**Run 1: pin placement**

Scale: 2 px per um. Pins as bars across the die edge, other pins in grey.
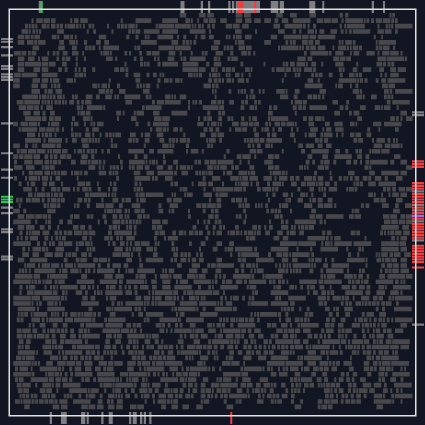
**Run 1: layout detail**

Window x 81 to 121, y 81 to 121 um. Cells in grey, sequential cells in the stronger grey; small squares are vias.
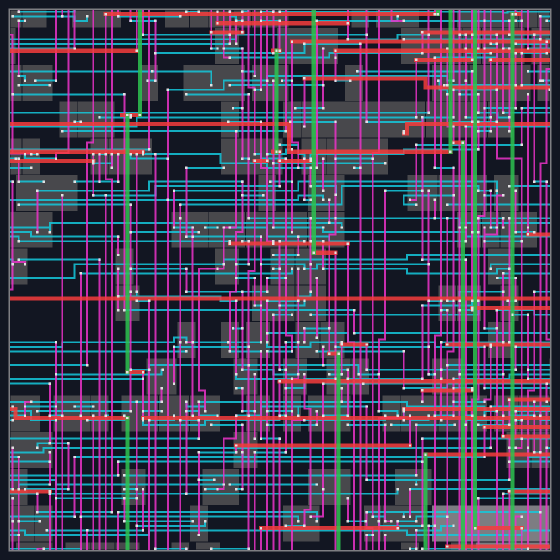
**Run 1: signal wires on met2**

Scale: 2 px per um. Cells faint in the background.
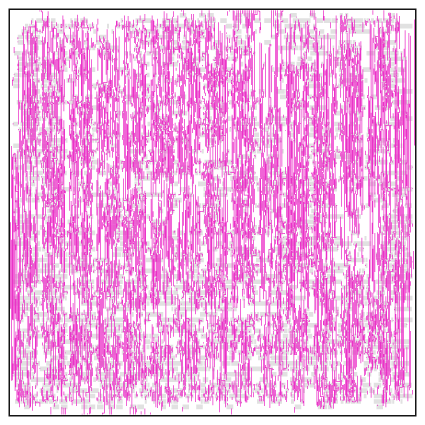
[config.mk]
export PLATFORM = sky130hd
export DESIGN_NAME = alu_seq_flat
export DESIGN_NICKNAME = d
export VERILOG_FILES = /design/src/rtl/alu_seq_if.sv /design/src/rtl/alu_seq.sv /design/src/flat_wrapper.sv
export SDC_FILE = /design/constraint.sdc
export NUM_CORES = 1
export LEC_CHECK = 0
export CAP_MARGIN = 10
export CORE_UTILIZATION = 50
export DETAILED_ROUTE_END_ITERATION = 10
export MAX_ROUTING_LAYER = met4
export PLACE_DENSITY = 0.68
export SYNTH_ARGS = -nofsm -noshare
export SYNTH_HDL_FRONTEND = slang
export SYNTH_SLANG_ARGS = --single-unit
export TNS_END_PERCENT = 30
[constraint.sdc]
create_clock -name clk -period 8.95 [get_ports clk]
set_input_delay 1.79 -clock clk [delete_from_list [all_inputs] [get_ports clk]]
set_output_delay 1.79 -clock clk [all_outputs]
set_load 0.005 [all_outputs]
[src/rtl/alu_seq_if.sv]
// Request/response bundle for the multi-cycle ALU.
// master = core side, slave = ALU side.
interface alu_seq_if #(
  parameter int WIDTH = 32
);
  logic             valid_i;
  logic             ready_o;
  logic [3:0]       op_i;
  logic [WIDTH-1:0] rd_i;
  logic [WIDTH-1:0] rs_i;
  logic             valid_o;
  logic             ready_i;
  logic [WIDTH-1:0] result_o;
  logic             zero_o;
  logic             busy_o;

  modport master (
    output valid_i, op_i, rd_i, rs_i, ready_i,
    input  ready_o, valid_o, result_o, zero_o, busy_o
  );

  modport slave (
    input  valid_i, op_i, rd_i, rs_i, ready_i,
    output ready_o, valid_o, result_o, zero_o, busy_o
  );
endinterface

[src/rtl/alu_seq.sv]
// Multi-cycle integer ALU: single-cycle ops plus
// iterative shift-add multiply and restoring divide.
module alu_seq #(
  parameter int WIDTH = 32
) (
  input logic     clk,
  input logic     n_reset,
  alu_seq_if.slave bus
);
  localparam int SHW = $clog2(WIDTH);

  typedef enum logic [1:0] {
    IDLE,
    BUSY,
    DONE
  } state_t;

  state_t state, state_n;

  logic [3:0]       op_q;
  logic [WIDTH-1:0] hi_q;
  logic [WIDTH-1:0] lo_q;
  logic [WIDTH-1:0] b_q;
  logic [SHW-1:0]   cnt_q;
  logic [WIDTH-1:0] result_q;

  logic ready;
  logic accept;
  logic iter_op;

  always_comb begin
    ready   = (state == IDLE) |
              ((state == DONE) & bus.ready_i);
    accept  = bus.valid_i & ready;
    iter_op = (bus.op_i >= 4'd11) &&
              (bus.op_i <= 4'd14);
  end

  always_ff @(posedge clk or negedge n_reset) begin
    if (!n_reset) state <= IDLE;
    else          state <= state_n;
  end

  always_comb begin
    state_n = state;
    case (state)
      IDLE: begin
        if (accept) state_n = iter_op ? BUSY : DONE;
      end
      BUSY: begin
        if (cnt_q == '0) state_n = DONE;
      end
      DONE: begin
        if (accept)           state_n = iter_op ? BUSY : DONE;
        else if (bus.ready_i) state_n = IDLE;
      end
      default: state_n = IDLE;
    endcase
  end

  logic [SHW-1:0]     sh;
  logic [2*WIDTH-1:0] rol2;
  logic [WIDTH-1:0]   alu;

  always_comb begin
    sh   = bus.rs_i[SHW-1:0];
    rol2 = {bus.rd_i, bus.rd_i} << sh;
    alu  = '0;
    case (bus.op_i)
      4'd0:  alu = bus.rd_i + bus.rs_i;
      4'd1:  alu = bus.rd_i - bus.rs_i;
      4'd2:  alu = bus.rd_i << sh;
      4'd3:  alu = WIDTH'($signed(bus.rd_i) >>> sh);
      4'd4:  alu = bus.rd_i >> sh;
      4'd5:  alu = bus.rd_i & bus.rs_i;
      4'd6:  alu = bus.rd_i | bus.rs_i;
      4'd7:  alu = ~(bus.rd_i | bus.rs_i);
      4'd8:  alu = {{(WIDTH-1){1'b0}},
                    $signed(bus.rd_i) < $signed(bus.rs_i)};
      4'd9:  alu = {{(WIDTH-1){1'b0}},
                    bus.rd_i < bus.rs_i};
      4'd10: alu = rol2[2*WIDTH-1:WIDTH];
      default: alu = '0;
    endcase
  end

  // hi:lo is the product (mul) or remainder:quotient (div)
  logic [WIDTH:0]   mul_s;
  logic [WIDTH:0]   div_t;
  logic [WIDTH:0]   div_d;
  logic             is_div;
  logic             take_lo;
  logic [WIDTH-1:0] hi_n;
  logic [WIDTH-1:0] lo_n;
  logic [WIDTH-1:0] fin;

  always_comb begin
    is_div  = (op_q == 4'd13) || (op_q == 4'd14);
    take_lo = (op_q == 4'd11) || (op_q == 4'd13);
    mul_s   = lo_q[0] ? ({1'b0, hi_q} + {1'b0, b_q})
                      : {1'b0, hi_q};
    div_t   = {hi_q, lo_q[WIDTH-1]};
    div_d   = div_t - {1'b0, b_q};
    if (is_div) begin
      hi_n = div_d[WIDTH] ? div_t[WIDTH-1:0]
                          : div_d[WIDTH-1:0];
      lo_n = {lo_q[WIDTH-2:0], ~div_d[WIDTH]};
    end else begin
      hi_n = mul_s[WIDTH:1];
      lo_n = {mul_s[0], lo_q[WIDTH-1:1]};
    end
    fin = take_lo ? lo_n : hi_n;
  end

  always_ff @(posedge clk or negedge n_reset) begin
    if (!n_reset) begin
      op_q     <= '0;
      hi_q     <= '0;
      lo_q     <= '0;
      b_q      <= '0;
      cnt_q    <= '0;
      result_q <= '0;
    end else if (accept) begin
      op_q <= bus.op_i;
      if (iter_op) begin
        hi_q  <= '0;
        lo_q  <= bus.rd_i;
        b_q   <= bus.rs_i;
        cnt_q <= SHW'(WIDTH-1);
      end else begin
        result_q <= alu;
      end
    end else if (state == BUSY) begin
      hi_q  <= hi_n;
      lo_q  <= lo_n;
      cnt_q <= cnt_q - SHW'(1);
      if (cnt_q == '0) result_q <= fin;
    end
  end

  assign bus.ready_o  = ready;
  assign bus.valid_o  = (state == DONE);
  assign bus.busy_o   = (state == BUSY);
  assign bus.result_o = result_q;
  assign bus.zero_o   = (result_q == '0);
endmodule
[src/flat_wrapper.sv]
// flat-port wrapper written by rule: the top's interface ports become plain ports
module alu_seq_flat 
#(
  parameter int WIDTH = 32
)
  (clk, n_reset, bus_valid_i, bus_op_i, bus_rd_i, bus_rs_i, bus_ready_i, bus_ready_o, bus_valid_o, bus_result_o, bus_zero_o, bus_busy_o);
  alu_seq_if #(.WIDTH(WIDTH)) bus_i ();
  input logic clk;
  input logic n_reset;
  input wire logic [$bits(bus_i.valid_i)-1:0] bus_valid_i;
  input wire logic [$bits(bus_i.op_i)-1:0] bus_op_i;
  input wire logic [$bits(bus_i.rd_i)-1:0] bus_rd_i;
  input wire logic [$bits(bus_i.rs_i)-1:0] bus_rs_i;
  input wire logic [$bits(bus_i.ready_i)-1:0] bus_ready_i;
  output wire logic [$bits(bus_i.ready_o)-1:0] bus_ready_o;
  output wire logic [$bits(bus_i.valid_o)-1:0] bus_valid_o;
  output wire logic [$bits(bus_i.result_o)-1:0] bus_result_o;
  output wire logic [$bits(bus_i.zero_o)-1:0] bus_zero_o;
  output wire logic [$bits(bus_i.busy_o)-1:0] bus_busy_o;
  assign bus_i.valid_i = bus_valid_i;
  assign bus_i.op_i = bus_op_i;
  assign bus_i.rd_i = bus_rd_i;
  assign bus_i.rs_i = bus_rs_i;
  assign bus_i.ready_i = bus_ready_i;
  assign bus_ready_o = bus_i.ready_o;
  assign bus_valid_o = bus_i.valid_o;
  assign bus_result_o = bus_i.result_o;
  assign bus_zero_o = bus_i.zero_o;
  assign bus_busy_o = bus_i.busy_o;
  alu_seq #(.WIDTH(WIDTH)) u_core (.clk(clk), .n_reset(n_reset), .bus(bus_i));
endmodule
==> results_tabular.tex, run 1 <==
% Yosys + OpenROAD metrics
\begin{tabular}{lr}
\hline
Metric & Value \\
\hline
\multicolumn{2}{l}{\textbf{Outcome}} \\
\quad Result of the run & complete, no violations \\
\multicolumn{2}{l}{\textbf{Floorplan}} \\
\quad Tapcell Cnt & approximately 530 \\
\quad Count of standard-cell rows & roughly 73 \\
\quad IO Count & 108 \\
\multicolumn{2}{l}{\textbf{Critical path}} \\
\quad Critical Path Stages & 15 \\
\quad Data arrival time of the critical path & around 6.3 ns \\
\quad Gate family responsible for the most delay along the worst path & AND-OR/OR-AND gates \\
\quad Most prevalent standard cell on the critical path & buf\_4 \\
\quad Reg-to-reg startpoint & u\_core.lo\_q[31] \\
\quad Setup slack on the worst flop-to-flop path & 3.16 ns \\
\quad CP bufs+invs & 3 \\
\quad Req. time, crit path & slightly above 9 ns \\
\quad Startpoint type of the worst setup path & input pin \\
\multicolumn{2}{l}{\textbf{Timing}} \\
\quad Largest clock skew in the final design & 0.0124 ns \\
\quad Worst relative slew slack & 0.264 \\
\quad Shortest period the worst path allows & 5.86 ns \\
\quad Endpoints failing hold & 0 \\
\quad RSZ-0062 raised after global routing & false \\
\quad Final slew viol count & 0 \\
\quad Final setup TNS & 0 ns \\
\quad Slack of the critical path & around 3.1 ns \\
\multicolumn{2}{l}{\textbf{Place}} \\
\quad Final GP Congestion & $\sim$1.1 \\
\quad Worst-case setup slack after placement & 2.77 ns \\
\quad Detailed placement HPWL & around 70,000 um \\
\multicolumn{2}{l}{\textbf{Clocking}} \\
\quad Cell chosen for the clock root & clkbuf\_16 \\
\quad Clk latency late pin & 0.50 ns \\
\quad TritonCTS clock tree & done \\
\quad Hold buffers post-CTS & 0 \\
\quad Register clock-pin slew on the reported worst setup and hold paths & 0.08 ns \\
\quad Number of levels in the clock H-tree & 4 \\
\multicolumn{2}{l}{\textbf{Drt}} \\
\quad Final routed wire length divided by cell count & roughly 29 um \\
\quad Final ANT Viol Nets & 0 \\
\quad Via-to-Cell Ratio & 6.97 \\
\quad Final routed wirelength across all metal layers & 92,800 um \\
\multicolumn{2}{l}{\textbf{Yosys}} \\
\quad Number of synthesized flops with an enable pin & 0 \\
\quad Most instantiated cells after synthesis & nand2\_1 (290), a21oi\_1 (270), nor2\_1 (267) \\
\quad Most popular library cell in the synthesized design by count & nand2\_1 \\
\quad Simple-gate portion of the synthesized area & 0.181 \\
\quad Xor+xnor area frac & 0.0353 \\
\quad Area of the mapped netlist & roughly 20,000 um2 \\
\quad Synth mux share & 0.111 \\
\quad FF+latch count, synth & 139 \\
\quad Largest cells by area after synthesis & dfrtp\_1 (17\%), ha\_1 (11\%), a21oi\_1 (6.7\%), o21ai\_0 (6.5\%), nand2\_1 (5.4\%) \\
\quad Syn Area/Cell & 7.34 um2 \\
\quad Ao+oa area frac & 0.321 \\
\quad Post-synth area from yosys stat & 20,100 um2 \\
\quad Combinational family with the most area after synthesis & AND-OR/OR-AND gates \\
\quad Part of the Yosys area used for sequential elements & 0.173 \\
\quad Most area-hungry cell type in the Yosys netlist & dfrtp\_1 \\
\quad Prevailing post-synth register cell & dfrtp\_1 \\
\quad Net count entering floorplan & 2,987 \\
\quad Area fraction in full adders, half adders and majority gates & 0.110 \\
\multicolumn{2}{l}{\textbf{Final layout}} \\
\quad Number of fill cells in the layout & 3,906 \\
\quad FFs \& Latches & roughly 140 \\
\quad Multi-input logic portion of the cell area & 0.695 \\
\quad Count of inverters not on the clock network in the layout & 154 \\
\quad Diode insertion count for antenna repair & 1 \\
\quad Area growth from synthesis to layout & 9.18\% \\
\quad \# nets final & slightly below 3,000 \\
\quad Fraction of final layout cells sized beyond drive strength 1 & 0.0673 \\
\quad Most frequent cells in the layout & nand2\_1 (288), a21oi\_1 (269), nor2\_1 (265), o21ai\_0 (262), ha\_1 (170) \\
\quad Clk tree area frac & 0.0282 \\
\quad Tally of clock buffers in the finished layout & 17 \\
\multicolumn{2}{l}{\textbf{GRT}} \\
\quad Routing layer with the top usage in global route & met2 \\
\quad Global-route usage over all layers & 0.461 \\
\quad Wire length of the first global-routing pass & 137,000 um \\
\quad Initial antenna violation count & 1 \\
\multicolumn{2}{l}{\textbf{Power and ir drop}} \\
\quad Total leakage power & 0.00952 uW \\
\quad Power dissipated in the clock network & a little under 800 uW \\
\quad Maximum vdd drop & roughly 0.26 mV \\
\quad Clock Power Share & 0.128 \\
\quad Power density over the cells & 283 nW/um2 \\
\quad Power consumption & 6210 uW \\
\quad Internal power contribution & 2880 uW \\
\multicolumn{2}{l}{\textbf{Worst hold path}} \\
\quad Startpoint of the tightest hold check path & u\_core.cnt\_q[0] \\
\multicolumn{2}{l}{\textbf{Flow run}} \\
\quad Max-cap violation count & 0 \\
\quad Total tool warning count & 99 \\
\hline
\end{tabular}
-- 'pin placement' (at the start) --
- bus_zero_o: purple (pins 1; direction output; edge right)
- bus_op_i: green (pins 4; direction input; edge 3 left, 1 top)
- bus_result_o: red (pins 32; direction output; edge 27 right, 4 top, 1 bottom)
- all pins by edge: 36 right, 33 top, 22 left, 17 bottom

-- 'layout detail' (at the start) --
- met1: cyan
- met3: red
- met2: magenta
- met4: green
- sequential cells in the window: 1
- cells with their middle in the window: 96
- netlist names of flops here include: u_core.bus.result_o (1)
- most frequent: inv_1 (12), o21ai_0 (12), ha_1 (10)

-- 'signal wires on met2' (at the start) --
- main direction: vertical
- nets with wire on the layer: 2,395

==> run 1 -> run 2 <==
- clock period: 8.95 -> 5.7 ns (I/O delays scaled with it)
**Run 2: pin placement**

Scale: 2 px per um. Pins as bars across the die edge, other pins in grey.
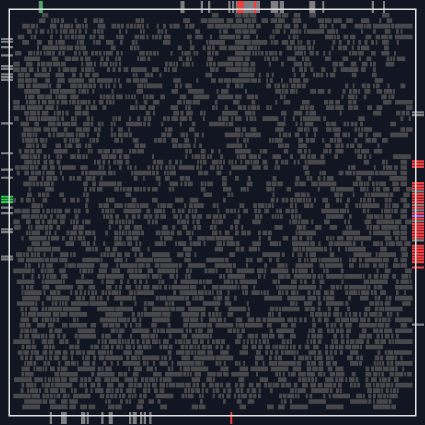
die width: 203 um
height of the die: 203 um
Port-buffer cells: 107

==> run 2 against run 1 <==
Hold slack lost 0.0044 ns. Sequential power grew 54%. Register-to-register slack lost 2.3 ns. Largest power group unchanged. Highest routed layer unchanged.
==> results_tabular.tex, run 2 <==
% Yosys + OpenROAD metrics
\begin{tabular}{lr}
\hline
Metric & Value \\
\hline
\multicolumn{2}{l}{\textbf{GRT}} \\
\quad Leftover overflow at the end of global routing & 0 \\
\quad Routing layer with the top usage in global route & met2 \\
\quad Initial antenna violation count & 4 \\
\quad Wire length of the first global-routing pass & 138,000 um \\
\quad Global-route usage over all layers & 0.465 \\
\multicolumn{2}{l}{\textbf{Power and ir drop}} \\
\quad Power consumption & 9690 uW \\
\quad Power density over the cells & 434 nW/um2 \\
\quad Power dissipated in the clock network & around 1200 uW \\
\quad Fraction of power spent switching nets & 0.533 \\
\quad Clock Power Share & 0.123 \\
\quad Sequential group share of total power & 0.200 \\
\quad Internal power contribution & 4530 uW \\
\quad Reported sequential group power & 1940 uW \\
\quad Maximum vdd drop & 0.400 mV \\
\quad Total leakage power & 0.00976 uW \\
\quad Power share of the combinational group & 0.677 \\
\multicolumn{2}{l}{\textbf{Critical path}} \\
\quad Req. time, crit path & 6.13 ns \\
\quad Most prevalent standard cell on the critical path & inv\_1 \\
\quad CP bufs+invs & 3 \\
\quad Gate family responsible for the most delay along the worst path & AND-OR/OR-AND gates \\
\quad Setup slack on the worst flop-to-flop path & 0.86 ns \\
\quad Reg-to-reg startpoint & u\_core.lo\_q[31] \\
\quad Critical path class & register to register \\
\quad Startpoint type of the worst setup path & register \\
\quad Critical Path Stages & 15 \\
\quad Worst-path maximum fanout & 25 \\
\quad Data arrival time of the critical path & 5.27 ns \\
\quad Setup crit start & u\_core.lo\_q[31] \\
\multicolumn{2}{l}{\textbf{Final layout}} \\
\quad Area growth from synthesis to layout & 11.0\% \\
\quad Count of inverters not on the clock network in the layout & 154 \\
\quad Number of fill cells in the layout & 3,772 \\
\quad Multi-input logic portion of the cell area & 0.684 \\
\quad Tally of clock buffers in the finished layout & 18 \\
\quad Clk tree area frac & 0.0263 \\
\quad Most frequent cells in the layout & nand2\_1 (288), a21oi\_1 (269), nor2\_1 (265), o21ai\_0 (262), ha\_1 (170) \\
\quad Fraction of final layout cells sized beyond drive strength 1 & 0.0847 \\
\quad FFs \& Latches & 139 \\
\quad Diode insertion count for antenna repair & 4 \\
\quad \# nets final & roughly 3,000 \\
\multicolumn{2}{l}{\textbf{Drt}} \\
\quad Final routed wirelength across all metal layers & 93,400 um \\
\quad First DRT Iteration DRCs & 2,989 \\
\quad Final ANT Viol Nets & 0 \\
\quad Final routed wire length divided by cell count & 28.3 um \\
\quad Via-to-Cell Ratio & 6.98 \\
\multicolumn{2}{l}{\textbf{Yosys}} \\
\quad Number of synthesized flops with an enable pin & 0 \\
\quad Part of the Yosys area used for sequential elements & 0.173 \\
\quad Post-synth area from yosys stat & 20,100 um2 \\
\quad Area of the mapped netlist & about 20,000 um2 \\
\quad FF+latch count, synth & 139 \\
\quad Prevailing post-synth register cell & dfrtp\_1 \\
\quad Most instantiated cells after synthesis & nand2\_1 (290), a21oi\_1 (270), nor2\_1 (267) \\
\quad Net count entering floorplan & 2,987 \\
\quad Most popular library cell in the synthesized design by count & nand2\_1 \\
\quad Simple-gate portion of the synthesized area & 0.181 \\
\quad Xor+xnor area frac & 0.0353 \\
\quad Most area-hungry cell type in the Yosys netlist & dfrtp\_1 \\
\quad Largest cells by area after synthesis & dfrtp\_1 (17\%), ha\_1 (11\%), a21oi\_1 (6.7\%), o21ai\_0 (6.5\%), nand2\_1 (5.4\%) \\
\quad Syn Area/Cell & approximately 7.3 um2 \\
\quad Synth mux share & 0.111 \\
\quad Combinational family with the most area after synthesis & AND-OR/OR-AND gates \\
\quad Ao+oa area frac & 0.321 \\
\quad Async set or reset register ratio after synthesis & 1.00 \\
\quad Area fraction in full adders, half adders and majority gates & 0.110 \\
\multicolumn{2}{l}{\textbf{Floorplan}} \\
\quad Count of standard-cell rows & 73 \\
\quad Tapcell Cnt & 525 \\
\quad IO Count & 108 \\
\multicolumn{2}{l}{\textbf{Timing}} \\
\quad Shortest period the worst path allows & a little under 5 ns \\
\quad Largest clock skew in the final design & 0.0145 ns \\
\quad Worst relative slew slack & 0.146 \\
\quad Endpoints failing hold & 0 \\
\quad Slack of the critical path & between 0.8 and 0.9 ns \\
\quad Final setup TNS & 0 ns \\
\quad Final slew viol count & 0 \\
\quad RSZ-0062 raised after global routing & false \\
\multicolumn{2}{l}{\textbf{Clocking}} \\
\quad Number of levels in the clock H-tree & 4 \\
\quad TritonCTS clock tree & done \\
\quad Post-CTS resize count & 0 \\
\quad Cell chosen for the clock root & clkbuf\_16 \\
\quad Hold buffers post-CTS & 0 \\
\quad Register clock-pin slew on the reported worst setup and hold paths & 0.08 ns \\
\quad Clk latency late pin & 0.50 ns \\
\multicolumn{2}{l}{\textbf{Flow run}} \\
\quad Total tool warning count & approximately 99 \\
\quad Max-cap violation count & 0 \\
\multicolumn{2}{l}{\textbf{Place}} \\
\quad Worst-case setup slack after placement & 0.601 ns \\
\quad Final GP Congestion & 1.10 \\
\quad Detailed placement HPWL & roughly 72,000 um \\
\multicolumn{2}{l}{\textbf{Worst hold path}} \\
\quad Startpoint of the tightest hold check path & u\_core.cnt\_q[0] \\
\multicolumn{2}{l}{\textbf{Outcome}} \\
\quad Result of the run & complete, no violations \\
\hline
\end{tabular}
No activity file was given, so power comes from the tool's default toggle rates.
